[config.mk]
export PLATFORM = sky130hd
export DESIGN_NAME = rrv64_l2_line_rsp_serializer
export DESIGN_NICKNAME = d
export VERILOG_FILES = /design/src/rtl/rrv64_l2_line_rsp_serializer.sv
export SDC_FILE = /design/constraint.sdc
export NUM_CORES = 1
export LEC_CHECK = 0
export CORE_MARGIN = 4
export CORE_UTILIZATION = 33
export CTS_BUF_LIST = sky130_fd_sc_hd__clkbuf_2
export CTS_CLUSTER_DIAMETER = 200
export DETAILED_ROUTE_END_ITERATION = 6
export GPL_TIMING_DRIVEN = 0
export PLACE_DENSITY = 0.61
export SYNTH_ARGS = -nofsm -noshare
export SYNTH_HDL_FRONTEND = slang
export SYNTH_SLANG_ARGS = --single-unit
[constraint.sdc]
create_clock -name clk -period 4.1 [get_ports clk]
set_clock_uncertainty 0.15 [all_clocks]
set_input_delay 0.82 -clock clk [delete_from_list [all_inputs] [get_ports clk]]
set_output_delay 0.82 -clock clk [all_outputs]
set_load 0.01 [all_outputs]
[src/rtl/rrv64_l2_line_rsp_serializer.sv]
// L2 read-response serializer: one cache line in, BURST_N R-channel beats out.
// Critical-beat-first wrap ordering, back-to-back lines without a bubble.
module rrv64_l2_line_rsp_serializer #(
   parameter int DATA_W     = 128,
   parameter int LINE_W     = 512,
   parameter int ID_W       = 3,
   parameter int BURST_N    = LINE_W / DATA_W,
   parameter int BEAT_IDX_W = (BURST_N > 1) ? $clog2(BURST_N) : 1
) (
   input  logic                  clk,
   input  logic                  rst_n,
   input  logic                  line_vld_i,
   output logic                  line_rdy_o,
   input  logic [ID_W-1:0]       line_id_i,
   input  logic [LINE_W-1:0]     line_data_i,
   input  logic                  line_err_i,
   input  logic [BEAT_IDX_W-1:0] line_start_beat_i,
   output logic                  r_vld_o,
   input  logic                  r_rdy_i,
   output logic [ID_W-1:0]       r_id_o,
   output logic [DATA_W-1:0]     r_data_o,
   output logic [1:0]            r_resp_o,
   output logic                  r_last_o,
   output logic                  busy_o
);

   typedef enum logic {IDLE, SEND} state_t;

   localparam logic [BEAT_IDX_W-1:0] LAST_CNT = BEAT_IDX_W'(BURST_N - 1);

   state_t                  state_q, state_d;
   logic [LINE_W-1:0]       buf_q;
   logic [ID_W-1:0]         id_q;
   logic                    err_q;
   logic [BEAT_IDX_W-1:0]   start_q;
   logic [BEAT_IDX_W-1:0]   cnt_q;
   logic [BEAT_IDX_W-1:0]   beat_idx;
   logic                    hs;
   logic                    last_hs;
   logic                    accept;

   assign r_vld_o    = (state_q == SEND);
   assign r_last_o   = r_vld_o && (cnt_q == LAST_CNT);
   assign hs         = r_vld_o && r_rdy_i;
   assign last_hs    = hs && r_last_o;
   assign line_rdy_o = (state_q == IDLE) || last_hs;
   assign accept     = line_vld_i && line_rdy_o;
   assign busy_o     = (state_q == SEND);

   // Wrap comes from natural overflow of the index width.
   assign beat_idx = (BURST_N == 1) ? '0 : start_q + cnt_q;
   assign r_data_o = buf_q[beat_idx*DATA_W +: DATA_W];
   assign r_id_o   = id_q;
   assign r_resp_o = err_q ? 2'b10 : 2'b00;

   always_ff @(posedge clk or negedge rst_n) begin
      if (!rst_n) state_q <= IDLE;
      else        state_q <= state_d;
   end

   always_comb begin
      state_d = state_q;
      unique case (state_q)
         IDLE:    if (accept) state_d = SEND;
         SEND:    if (last_hs && !accept) state_d = IDLE;
         default: state_d = IDLE;
      endcase
   end

   // cnt_q is left at the last beat when going idle so R outputs hold.
   always_ff @(posedge clk or negedge rst_n) begin
      if (!rst_n) begin
         buf_q   <= '0;
         id_q    <= '0;
         err_q   <= 1'b0;
         start_q <= '0;
         cnt_q   <= '0;
      end else if (accept) begin
         buf_q   <= line_data_i;
         id_q    <= line_id_i;
         err_q   <= line_err_i;
         start_q <= line_start_beat_i;
         cnt_q   <= '0;
      end else if (hs && !r_last_o) begin
         cnt_q   <= cnt_q + 1'b1;
      end
   end

`ifndef SYNTHESIS
   a_stall_stable : assert property (@(posedge clk) disable iff (!rst_n)
      (r_vld_o && !r_rdy_i) |=> (r_vld_o && $stable(r_data_o) &&
         $stable(r_id_o) && $stable(r_resp_o) && $stable(r_last_o)));
   a_last_on_final : assert property (@(posedge clk) disable iff (!rst_n)
      (hs && !r_last_o) |=> (r_vld_o && cnt_q != '0));
`endif

endmodule
**Metal layers overlaid**

(1.5 px per um)
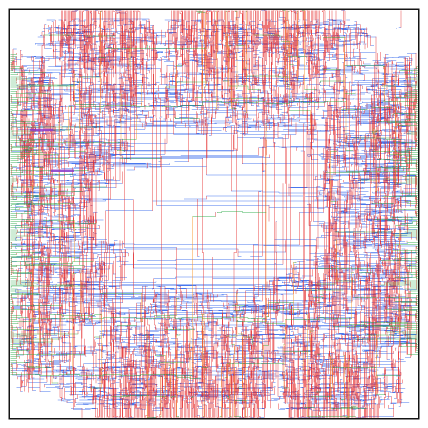
red -> metal 2  # wire length 46.3 mm
orange -> metal 4  # wire length 2940 um
blue -> metal 1  # wire length 35.1 mm
green -> metal 3  # wire length 5560 um
purple -> metal 5  # wire length 27.6 um

**Floorplan with the power grid**

(1.5 px per um) Pins as bars on the die edge. Tap cells in gray.
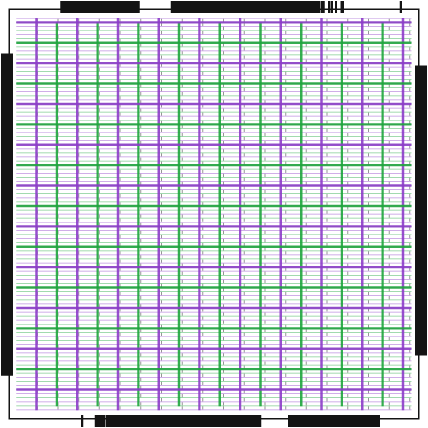
green -> VDD
purple -> VSS
met4 straps = 19
tap cells = 931
met1 rails = 97

==> summary.txt <==
Layout area overhead -> 69.1%
synth cell count leaders -> dfrtp_1 (521), mux2_2 (418), mux4_2 (128), mux2_4 (100), buf_4 (46)
yosys xor share -> 0.000761
number of port buffers -> 657
AO/OA Area Share -> 0.00196
vias in the first global route -> 20500
Post-synth regs -> 521
Adder Share, Synth -> 0.00109
crit path max fanout -> 7
worst hold path type -> input pin to flip-flop
final hold viol count -> 0
Seq share, synth -> 0.567
DRT Wirelength -> 89900 um
Initial DRC Count -> 636
Met1 Routed Length -> 35100 um
ys flop type -> dfrtp_1
CORE AREA -> 68800 um^2
Critical Path Source -> start_q[0]$_DFFE_PN0P_
R2R setup slack -> 1.49 ns
DR WL/cell -> 24.3 um
metal3 WL -> 5560 um
CTS buffer count -> 144
Worst path max stage delay -> 0.42 ns
die y size -> 272 um
DRC errors left -> 0
worst setup margin -> -0.168 ns
Num Clock Sinks -> 521
layout cells sized above 1 -> 0.421
Syn Inst Count -> 1273
CP bufs+invs -> 6
dpl ws -> -0.245 ns
Comb area share -> 0.238
violated checks -> negative setup slack
first-pass GRT wire length -> 131000 um
antenna violations before repair -> 17
top sig layer -> met5
number of tapcells -> 931
Achievable Freq -> 234 MHz
internal power -> 23.2 mW
critical path arrival -> 3.30 ns
Leak -> 17.1 nW
Final #Nets -> 3189
Reg-to-Reg End -> buf_q[202]$_DFFE_PN0P_
GP Congestion -> 0.858
worst skew pair latency -> 1.25 ns
Chip Width -> 272 um
IO Pins -> 659
CTS root buffer -> clkbuf_2
hold endpoint -> buf_q[175]$_DFFE_PN0P_
area fraction in mux cells -> 0.395
status -> finished with violations
Clock transition at path regs -> 0.08 ns
starting density of the core -> 0.334
stage-log warning count -> 37
cell type with the largest total area -> dfrtp_1
Switch Pwr -> 13.0 mW
Setup crit end kind -> primary output
Signal buf overhead -> 0.364
post-synthesis async set-or-reset flop share -> 1.00
Area leader share -> 0.567
crit start category -> flip-flop
Hold Slack -> 0.173 ns
nonclk buf count -> 1334
largest class -> non-clock buffers
cell count after placement -> 2865
Seq/total area -> 0.335
WP depth -> 10
dominant logic cell type in the layout -> clkdlybuf4s50_1
Finished Layout Cells -> 3706
die area -> 74000 um^2
Register Area -> 13000 um^2
Routed Antenna Nets -> 0
Final setup viols -> 102
Hold Path Stages -> 2
Sw Ratio -> 0.358
syn avg cell area -> 18.1 um^2
and+or+nand+nor area frac -> 0.00130
flop count -> 521
Top reg by flops -> buf_q
**Met2 routing**

(1 px per um)
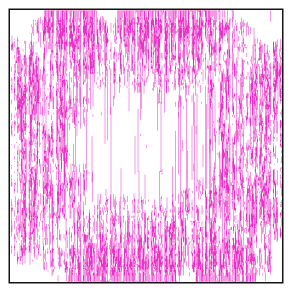
share of all routed wire = 52%
wire length on this layer = 46.3 mm
nets with wire on the layer = 2997
longest straight run = 152 um
main direction = vertical

**Signal wires on met3**

(1 px per um)
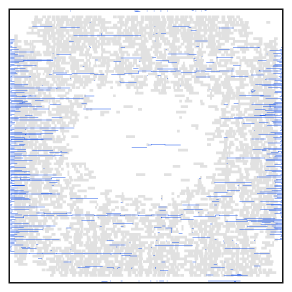
main direction = horizontal
nets with wire on the layer = 406
wire length on this layer = 5560 um
longest straight run = 72.9 um
share of all routed wire = 6.2%

==> power groups by stage <==
| stage | Clock [mW] | Combinational [mW] | Sequential [mW] |
|---|---|---|---|
| CTS | 3.93 | 21.9 | 9.09 |
| finish | 3.79 | 23.2 | 9.14 |
| global placement | 0 | 18.1 | 9.11 |
| detailed placement | 0 | 18.2 | 9.18 |
| floorplan | 0 | 9.85 | 8.63 |
| global route | 4.22 | 24.3 | 9.41 |
==> metrics by stage <==
stage	utilization	area, um^2
floorplan	-	23000
global placement	0.447	30800
detailed placement	0.448	30900
CTS	0.557	38300
global route	0.565	38900
finish	0.565	38900
==> repair_timing <==
action	4_1_cts	5_1_grt
pin swaps	1	1
gates cloned	8	7
gates resized	678	129
hold buffers	512	4
setup endpoints to repair	128	128
endpoints found under the hold margin	643	4
buffers inserted	43	22
Power and IR drop assume default switching activity.
